Fig. 1: run 1, where the registers sit
Drawn at 4 px/micron. Other sequential cells in the stronger gray, the rest of the logic in the fainter gray.
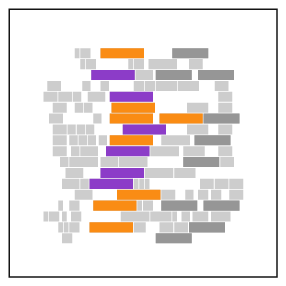
Fig. 2: run 1, nets reached from selected ports
Drawn at 8 px/micron.
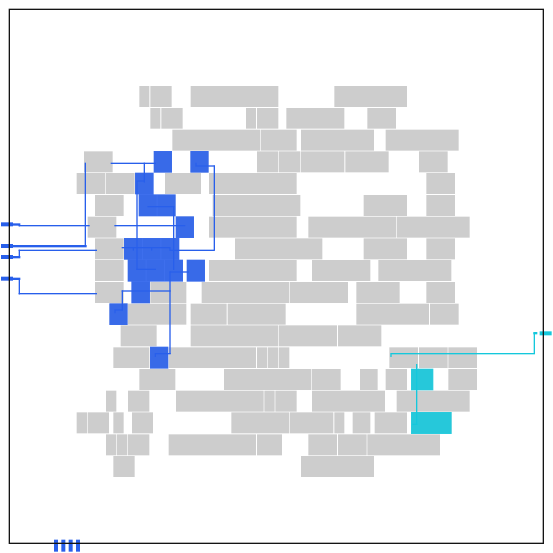
Fig. 3: run 1, clock wires, drivers and flops
Drawn at 4 px/micron.
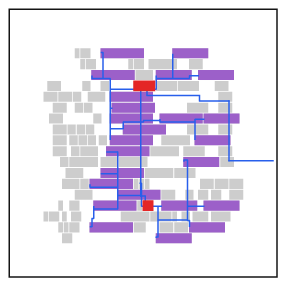
Fig. 4: run 1, placed cells, one color a class
Drawn at 4 px/micron.
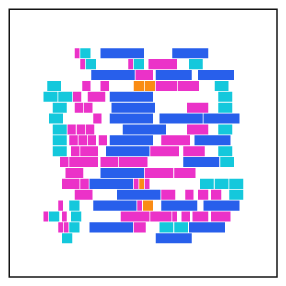
<file path="config.mk">
export PLATFORM = sky130hd
export DESIGN_NAME = dadda_mul_pipe
export DESIGN_NICKNAME = d
export VERILOG_FILES = /design/src/rtl/dadda_mul_pipe.sv
export SDC_FILE = /design/constraint.sdc
export NUM_CORES = 1
export LEC_CHECK = 0
export CAP_MARGIN = 20
export CORE_MARGIN = 8
export CORE_UTILIZATION = 49
export DETAILED_ROUTE_END_ITERATION = 6
export GPL_TIMING_DRIVEN = 0
export PLACE_DENSITY = 0.83
export SYNTH_ARGS = -nofsm -noshare
export SYNTH_HDL_FRONTEND = slang
export SYNTH_SLANG_ARGS = --single-unit
export TNS_END_PERCENT = 1
</file>
<file path="constraint.sdc">
create_clock -name clk -period 5.85 [get_ports clk]
set_input_delay 1.17 -clock clk [delete_from_list [all_inputs] [get_ports clk]]
set_output_delay 1.17 -clock clk [all_outputs]
set_load 0.005 [all_outputs]
</file>
<file path="src/rtl/dadda_mul_pipe.sv">
// Pipelined Dadda-tree multiplier: partial products reduced to two rows, registered, then a
// ripple final adder feeding y (optionally through an output register). Signed mode: DADDA_SIGNED_EN.
module dadda_mul_pipe #(
    parameter int WIDTH  = 8,
    parameter int OUTREG = 1
) (
    input  logic               clk,
    input  logic               rst_n,
    input  logic               in_valid,
    output logic               in_ready,
    input  logic [WIDTH-1:0]   a,
    input  logic [WIDTH-1:0]   b,
    output logic               out_valid,
    input  logic               out_ready,
    output logic [2*WIDTH-1:0] y
`ifdef DADDA_SIGNED_EN
    ,
    input  logic               tc
`endif
);
    localparam int NCOL = 2 * WIDTH;
    localparam int MAXH = WIDTH + 1;
    localparam int NSTG = 6;
    localparam int AW   = $clog2(WIDTH);
    localparam int CW   = $clog2(NCOL);
    localparam int HW   = $clog2(MAXH);

    // Dadda height targets, largest first; stages whose target exceeds every column are no-ops.
    function automatic int dseq(input int s);
        case (s)
            0:       dseq = 13;
            1:       dseq = 9;
            2:       dseq = 6;
            3:       dseq = 4;
            4:       dseq = 3;
            default: dseq = 2;
        endcase
    endfunction

    logic [NCOL-1:0] sum_row_d, carry_row_d;

    always_comb begin : dadda_tree
        logic [MAXH-1:0] cur [NCOL];
        logic [MAXH-1:0] nxt [NCOL];
        int              cur_h [NCOL];
        int              nxt_h [NCOL];
        int              k;
        int              rem;
        logic            pp, x0, x1, x2, s_bit, c_bit;
        k = 0; rem = 0; pp = 1'b0; x0 = 1'b0; x1 = 1'b0; x2 = 1'b0; s_bit = 1'b0; c_bit = 1'b0;
        for (int i = 0; i < NCOL; i++) begin
            cur[CW'(i)] = '0; nxt[CW'(i)] = '0; cur_h[CW'(i)] = 0; nxt_h[CW'(i)] = 0;
        end
        for (int i = 0; i < WIDTH; i++) begin
            for (int j = 0; j < WIDTH; j++) begin
                pp = a[AW'(j)] & b[AW'(i)];
`ifdef DADDA_SIGNED_EN
                // Baugh-Wooley: products pairing exactly one sign bit are inverted in signed mode.
                if ((i == WIDTH-1) != (j == WIDTH-1)) pp = pp ^ tc;
`endif
                cur[CW'(i+j)][HW'(cur_h[CW'(i+j)])] = pp;
                cur_h[CW'(i+j)] = cur_h[CW'(i+j)] + 1;
            end
        end
`ifdef DADDA_SIGNED_EN
        cur[CW'(WIDTH)][HW'(cur_h[CW'(WIDTH)])] = tc;
        cur_h[CW'(WIDTH)] = cur_h[CW'(WIDTH)] + 1;
        cur[CW'(NCOL-1)][HW'(cur_h[CW'(NCOL-1)])] = tc;
        cur_h[CW'(NCOL-1)] = cur_h[CW'(NCOL-1)] + 1;
`endif
        for (int s = 0; s < NSTG; s++) begin
            for (int i = 0; i < NCOL; i++) begin
                nxt[CW'(i)] = '0; nxt_h[CW'(i)] = 0;
            end
            for (int i = 0; i < NCOL; i++) begin
                k = 0;
                for (int t = 0; t < MAXH; t++) begin
                    rem = cur_h[CW'(i)] - k;
                    if (rem + nxt_h[CW'(i)] > dseq(s) && rem >= 2) begin
                        x0 = cur[CW'(i)][HW'(k)];
                        x1 = cur[CW'(i)][HW'(k+1)];
                        x2 = (rem + nxt_h[CW'(i)] - dseq(s) >= 2 && rem >= 3) ? cur[CW'(i)][HW'(k+2)] : 1'b0;
                        k  = (rem + nxt_h[CW'(i)] - dseq(s) >= 2 && rem >= 3) ? k + 3 : k + 2;
                        s_bit = x0 ^ x1 ^ x2;
                        c_bit = (x0 & x1) | (x2 & (x0 ^ x1));
                        nxt[CW'(i)][HW'(nxt_h[CW'(i)])] = s_bit;
                        nxt_h[CW'(i)] = nxt_h[CW'(i)] + 1;
                        // The carry out of the top column is beyond 2*WIDTH bits and is dropped.
                        if (i + 1 < NCOL) begin
                            nxt[CW'(i+1)][HW'(nxt_h[CW'(i+1)])] = c_bit;
                            nxt_h[CW'(i+1)] = nxt_h[CW'(i+1)] + 1;
                        end
                    end
                end
                for (int t = 0; t < MAXH; t++) begin
                    if (t >= k && t < cur_h[CW'(i)]) begin
                        nxt[CW'(i)][HW'(nxt_h[CW'(i)])] = cur[CW'(i)][HW'(t)];
                        nxt_h[CW'(i)] = nxt_h[CW'(i)] + 1;
                    end
                end
            end
            cur   = nxt;
            cur_h = nxt_h;
        end
        for (int i = 0; i < NCOL; i++) begin
            sum_row_d[CW'(i)]   = cur[CW'(i)][0];
            carry_row_d[CW'(i)] = cur[CW'(i)][1];
        end
    end

    logic            s1_valid_q, s1_valid_d, s1_load;
    logic [NCOL-1:0] s1_sum_q, s1_carry_q;

    assign s1_load    = in_valid && in_ready;
    assign s1_valid_d = in_ready ? in_valid : s1_valid_q;

    always_ff @(posedge clk or negedge rst_n) begin
        if (!rst_n) s1_valid_q <= 1'b0;
        else        s1_valid_q <= s1_valid_d;
    end

    // tc only shapes the partial products, so the registered rows already carry its effect.
    always_ff @(posedge clk) begin
        if (s1_load) begin
            s1_sum_q   <= sum_row_d;
            s1_carry_q <= carry_row_d;
        end
    end

    logic [NCOL-1:0] fin_sum;

    always_comb begin : final_adder
        logic cy;
        cy      = 1'b0;
        fin_sum = '0;
        for (int i = 0; i < NCOL; i++) begin
            fin_sum[CW'(i)] = s1_sum_q[CW'(i)] ^ s1_carry_q[CW'(i)] ^ cy;
            cy = (s1_sum_q[CW'(i)] & s1_carry_q[CW'(i)]) | (cy & (s1_sum_q[CW'(i)] ^ s1_carry_q[CW'(i)]));
        end
    end

    generate
        if (OUTREG != 0) begin : g_outreg
            logic            s2_valid_q, s2_valid_d, s2_adv;
            logic [NCOL-1:0] y_q, y_d;

            assign s2_adv     = !s2_valid_q || out_ready;
            assign s2_valid_d = s2_adv ? s1_valid_q : s2_valid_q;
            assign y_d        = (s2_adv && s1_valid_q) ? fin_sum : y_q;

            always_ff @(posedge clk or negedge rst_n) begin
                if (!rst_n) begin
                    s2_valid_q <= 1'b0;
                    y_q        <= '0;
                end else begin
                    s2_valid_q <= s2_valid_d;
                    y_q        <= y_d;
                end
            end

            assign in_ready  = !s1_valid_q || s2_adv;
            assign out_valid = s2_valid_q;
            assign y         = y_q;
        end else begin : g_noreg
            assign in_ready  = !s1_valid_q || out_ready;
            assign out_valid = s1_valid_q;
            assign y         = s1_valid_q ? fin_sum : '0;
        end
    endgenerate
endmodule
</file>
==> results.sh, run 1 <==
# yosys + openroad results
export IMPL_outcome="finished, final reports clean"
export IMPL_area_growth_pct=24.0
export IMPL_yosys_area_top_type_share_pct=33.5
export IMPL_openroad_warnings=34
export IMPL_overflow=0
export IMPL_powerDensity_nw_per_um2=267
export IMPL_nets=149
export IMPL_post_cts_setup_buffer_count=0
export IMPL_ys_flop_type="edfxtp_1"
export IMPL_topCellsByArea="edfxtp_1 34%, dfrtp_1 20%, fa_1 11%"
export IMPL_place_ws_ns=2.37
export IMPL_ff_count=24
export IMPL_ys_seq_share_pct=53.5
export IMPL_antennaDiodeCount=0
export IMPL_hold_violations=0
export IMPL_routed_wl_microns=1840
export IMPL_fin_tns_setup_ns=0
export IMPL_cts_buffers=3
export IMPL_ant_nets=0
export IMPL_dpl_cell_count=140
export IMPL_syn_inst=82
export IMPL_total_power_w=0.000414
export IMPL_firstDrtPassIters=4
export IMPL_arrival_ns=2.30
export IMPL_synth_area_sq_um=1250
export IMPL_nonClockBufferCount=29
export IMPL_grt_pass1_wl_microns=3130
export IMPL_inverters=4
export IMPL_hpwl_microns=1590
export IMPL_fin_cells=144
export IMPL_endpoint_kind="output pin"
export IMPL_wl_per_cell_microns=12.8
export IMPL_cap_viol_max_count=0
export IMPL_area_sequential_sq_um=671
export IMPL_edf_count=14
export IMPL_vdd_drop_max_uv=180
export IMPL_h_tree_depth=1
export IMPL_synth_distinct_cells=16
export IMPL_ys_async_sr_fraction_pct=41.7
export IMPL_comb_multi_input_count=53
export IMPL_antenna_found_initial=0
export IMPL_comb_area_share_pct=34.4
export IMPL_fmax_ghz=0.288
export IMPL_grt_max_degree=15
export IMPL_dieWidth_microns=66.6
export IMPL_mi_logic_area_sq_um=534
export IMPL_clock_area_share_pct=1.69
export IMPL_clockBufferDepth=2
export IMPL_die_area_sq_um=4430
export IMPL_grt_pass1_vias=726
export IMPL_hold_path_class="reg2reg"
export IMPL_place_gp_congestion=0.732
export IMPL_drive_gt1_share_pct=17.5
export IMPL_viasPerCell=4.65
export IMPL_rsz0062_at_grt="false"
export IMPL_synth_top_cell_by_area="edfxtp_1"
export IMPL_setup_viol=0
export IMPL_ys_cells=82
export IMPL_synth_warning_count=16
export IMPL_critPathRequiredTime_ns=4.68
export IMPL_numClockSinks=24
export IMPL_cts_resized=0
export IMPL_cts_tree="built"
export IMPL_cts_root_buf="clkbuf_4"
export IMPL_power_leakage_nw=0.700
export IMPL_syn_avg_cell_area_sq_um=15.3
export IMPL_nFillCells=191
export IMPL_critical_path_peak_fanout=3
export IMPL_drv_slew=0
export IMPL_clock_buffers=3
export IMPL_start_kind="input pin"
## Picture notes: Fig. 1
color	signal	sequential cells
purple	s1_carry_q	6
orange	s1_sum_q	8
not colored	10

## Picture notes: Fig. 2
color	port	bits	direction	end cells	buffers	wire
cyan	out_ready	1	input	2	1	29.0 microns
blue	b	8	input	16	4	144 microns
Top-Level Pins: 38
PortBufs: 21

## Picture notes: Fig. 3
[purple] flip-flops | count: 24
[red] clock-net drivers | count: 3
[blue] clock wires | length: 273 microns
routed clock nets	4
Clk power: 0.0000718 W
worst clock skew: 0.00146 ns
Insertion Delay late pin: 0.31 ns

## Picture notes: Fig. 4
color	class	cells	share of their area
magenta	remaining logic cells	57	36%
orange	clock drivers and dummy loads	4	1.7%
blue	registers	24	44%
cyan	remaining buffers and delay cells	29	18%
row count: 18
Layout Utilization: 63.3%
fin area: 1550 sq um

-- run 1: final timing paths --
kind | startpoint | to | slack [ns] | cells after the start
max | out_ready | in_ready | 2.38 | 3
min | s1_sum_q[0] | y[0] | 0.50 | 1
max reg2reg | s1_sum_q[1] | y[6] | 3.01 | 8
min reg2reg | s1_sum_q[0] | y[0] | 0.50 | 1
max in group asynchronous | rst_n | y[6] | 4.39 | 1
min in group asynchronous | rst_n | y[4] | 1.16 | 1
-- run 1: power by group --
| part | switching (W) | internal, W | total [W] |
|---|---|---|---|
| Sequential | 0.0000150 | 0.000209 | 0.000224 |
| Clock | 0.0000469 | 0.0000249 | 0.0000718 |
| Combinational | 0.0000383 | 0.0000798 | 0.000118 |
| Total | 0.000100 | 0.000314 | 0.000414 |
-- run 1: metal layers --
layer	track usage [%]	wire (microns)
met2	16.4	918
met5	0	0
met3	3.36	151
met1	9.16	730
met4	4.80	42
-- run 1: worst max-delay path: stages --
cell	delay, ns
clkdlybuf4s50_1	0.47
nand3b_1	0.15
clkdlybuf4s50_1	0.52
-- run 1: registers in the layout (all words and copies together) (netlist names) --
name,flops
y,8
s1_carry_q,6
s1_sum_q,8
s1_valid_q,1
out_valid,1
-- run 1: kinds of logic (layout without fill, tap and decap cells) --
| group | after synthesis | after routing | share of synthesized area, % |
|---|---|---|---|
| flops | 24 | 24 | 53.5 |
| simple gates | 22 | 22 | 12.2 |
| fa+ha+maj | 14 | 14 | 18.2 |
| buf+inv | 12 | 37 | 5.99 |
| mux | 8 | 8 | 9.18 |
| other cells | 1 | 8 | 0.299 |
| xor+xnor | 1 | 1 | 0.699 |
==> inputs of run 2 (changes only) <==
CORE_UTILIZATION = 46   (was 49)
PLACE_DENSITY = 0.79   (was 0.83)
clock period = 3.6 ns   (was 5.85 ns; I/O delays follow)
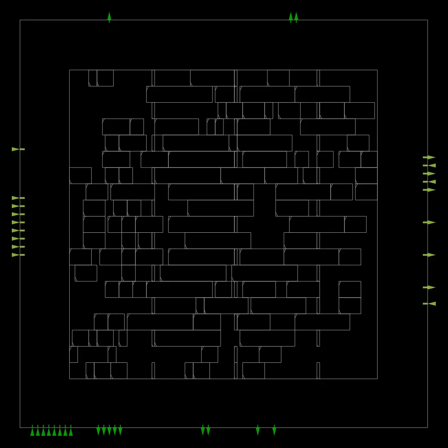
Fig. 5. Placement view (run 2).
row count: 19
flop share of the area: 43.1%
Placeable Area: 2660 sq um

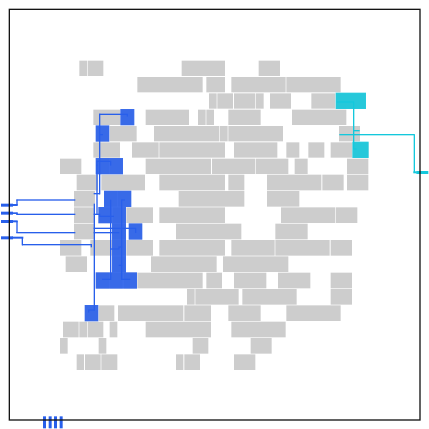
Fig. 6. Nets reached from selected ports (run 2).
Drawn at 6 px/micron.
color	port	bits	direction	end cells	buffers	wire
blue	b	8	input	16	4	147 microns
cyan	out_ready	1	input	2	1	30.9 microns

==> run 2 against run 1 <==
Against the previous run: highest routed layer unchanged; setup slack lost 1.6 ns; wire length grew 1.2%; final area is essentially flat; via count shrank 2.7%; clock power grew 63%; critical path depth grew 6; critical endpoint is now y[7]; register-to-register slack lost 2.3 ns; die area grew 4.9%; total power grew 62%.
==> results.sh, run 2 <==
# yosys + openroad results
export IMPL_outcome="finished, final reports clean"
export IMPL_die_size_y_microns=68.2
export IMPL_min_delay_path_depth=1
export IMPL_grt_pass1_vias=746
export IMPL_placedInstanceArea_sq_um=1530
export IMPL_ys_seq_elements=24
export IMPL_hold_violations=0
export IMPL_vias=651
export IMPL_p_clk_w=0.000117
export IMPL_worstMarginPinSlew_ns=0.605
export IMPL_use_met2_pct=17.5
export IMPL_dpl_cell_count=141
export IMPL_drive_gt1_share_pct=17.5
export IMPL_yosys_stat_chipArea_sq_um=1250
export IMPL_synth_warning_count=16
export IMPL_critPathRequiredTime_ns=3.81
export IMPL_synth_top_cell_by_count="and2_1"
export IMPL_finalCritPeriodShare_pct=79.0
export IMPL_fin_tns_setup_ns=0
export IMPL_hold_start="s1_sum_q[0]"
export IMPL_place_gp_congestion=0.698
export IMPL_wl_per_cell_microns=12.9
export IMPL_hold_end="y[0]"
export IMPL_seqPwrFrac_pct=54.0
export IMPL_routed_wl_microns=1870
export IMPL_clockBufferDepth=2
export IMPL_powerComb_w=0.000192
export IMPL_routed_top_layer="met4"
export IMPL_drv_slew=0
export IMPL_critical_path_class="reg2reg"
export IMPL_h_tree_depth=1
export IMPL_cap_viol_max_count=0
export IMPL_ys_seq_share_pct=53.5
export IMPL_syn_avg_cell_area_sq_um=15.3
export IMPL_globalRouteMet1Util_pct=9.33
export IMPL_cts_resized=0
export IMPL_num_io_pins=38
export IMPL_endpoint_kind="flop"
export IMPL_mi_logic_area_sq_um=534
export IMPL_insertion_delay_ns=0.31
export IMPL_grt_total_usage_pct=9.42
export IMPL_synth_area_sq_um=1250
export IMPL_ys_flop_type="edfxtp_1"
export IMPL_synth_top_cell_by_area="edfxtp_1"
export IMPL_powerDensity_nw_per_um2=433
export IMPL_reg2reg_to="y[7]"
export IMPL_wl_met3_microns=152
export IMPL_fin_crit_ns=2.85
export IMPL_gr_usage_met3_pct=3.27
export IMPL_cts_tree="built"
export IMPL_total_power_w=0.000673
export IMPL_grt_max_degree=15
export IMPL_post_cts_setup_buffer_count=0
export IMPL_firstDrtPassIters=3
export IMPL_nFillCells=229
export IMPL_fin_skew_ns=0.00281
export IMPL_r2r_start="s1_sum_q[1]"
export IMPL_numClockSinks=24
export IMPL_power_leader="registers"
export IMPL_grt_pass1_wl_microns=3220
export IMPL_cts_root_buf="clkbuf_4"
export IMPL_pg_seq_w=0.000363
export IMPL_p_sw_share_pct=24.1
export IMPL_hold_path_class="reg2reg"
export IMPL_antenna_found_initial=0
export IMPL_p_switching_w=0.000162
export IMPL_openroad_warnings=34
export IMPL_power_frac_comb_pct=28.6
export IMPL_routed_wl_met2_microns=935
export IMPL_arrival_ns=3.06
export IMPL_viasPerCell=4.49
export IMPL_edf_count=14
export IMPL_cts_buffers=3
export IMPL_layout_top_cells="21 x clkdlybuf4s50_1, 17 x and2_1, 14 x edfxtp_1"
export IMPL_die_area_sq_um=4650
export IMPL_path_clk_slew_ns=0.12
export IMPL_wl_met1_microns=751
export IMPL_p_int_w=0.000511
export IMPL_syn_inst=82
export IMPL_io_buffers=21
export IMPL_fmax_ghz=0.351
export IMPL_fin_area_sq_um=1560
export IMPL_ys_cells=82
export IMPL_drc=0
export IMPL_top_cells_by_count="17 x and2_1, 14 x edfxtp_1, 10 x dfrtp_1"
export IMPL_relSlewSlack_pct=59.6
export IMPL_rsz0062_at_grt="false"
export IMPL_start_kind="flop"
export IMPL_antennaDiodeCount=0
export IMPL_synth_distinct_cells=16
export IMPL_area_growth_pct=24.1
export IMPL_power_leakage_nw=0.700
export IMPL_setup_viol=0
export IMPL_busiest_layer="met2"
export IMPL_rrSetupSlack_ns=0.75
export IMPL_area_sequential_sq_um=671
export IMPL_fin_cells=145
export IMPL_ctsHoldBuffers=0
export IMPL_ant_nets=0
export IMPL_yosys_area_top_type_share_pct=33.5
export IMPL_vdd_drop_max_uv=278
export IMPL_overflow=0
export IMPL_topCellsByArea="edfxtp_1 34%, dfrtp_1 20%, fa_1 11%"
export IMPL_nets=149
export IMPL_drtIter0Drc=7
export IMPL_lay_top_count="clkdlybuf4s50_1"
export IMPL_worst_hold_slack_ns=0.493
export IMPL_fp_util_pct=47.1
export IMPL_ys_async_sr_fraction_pct=41.7
export IMPL_pwr_share_clk_pct=17.4
export IMPL_dieWidth_microns=68.2
export IMPL_rr_worst_depth=9
export IMPL_critical_path_peak_fanout=1
## run 2: cell counts after synthesis
Identical to the previous run, type by type.
## run 2: critical path, cell delays in order (launching register included)
cell      delay, ns
edfxtp_1       0.38
ha_1           0.21
fa_1           0.39
fa_1           0.41
fa_1           0.39
fa_1           0.37
inv_1          0.08
fa_1           0.18
xnor2_1        0.08
mux2_4         0.26
## run 2: layout make-up
class / count / share of cell area, %
sequential: 24 / 43.1
inverter: 4 / 0.965
tap: 31 / 2.49
clock inverter: 1 / 0.241
buffer: 8 / 3.86
timing repair buffer: 21 / 13.5
multi-input combinational: 53 / 34.4
clock buffer: 3 / 1.45
## run 2: cells by family (layout without fill, tap and decap cells)
family,after synthesis,after routing,synth area share (%)
fa+ha+maj,14,14,18.2
buf+inv,12,37,5.99
xor+xnor,1,1,0.699
flops,24,24,53.5
other cells,1,8,0.299
mux,8,8,9.18
simple gates,22,22,12.2
## run 2: worst max path at each step
stage                startpoint  endpoint  slack, ns  cells past startpoint
global route        s1_sum_q[1]      y[7]       0.63                      9
floorplan           s1_sum_q[1]      y[7]       0.89                      9
CTS                 s1_sum_q[1]      y[7]       0.72                      9
detailed placement  s1_sum_q[1]      y[7]       0.75                      9
global placement    s1_sum_q[1]      y[7]       0.79                      9
finish              s1_sum_q[1]      y[7]       0.75                      9
## run 2: stage by stage
| stage | worst slack (ns) | util [%] |
|---|---|---|
| 6_report | 0.755 | 58.4 |
| 5_1_grt | 0.631 | 58.4 |
| 4_1_cts | 0.724 | 58.4 |
| 3_5_place_dp | 0.745 | 57.4 |
| 3_3_place_gp | 0.791 | 57.4 |
| 2_1_floorplan | 0.886 | - |
No activity file was given, so power comes from the tool's default toggle rates.
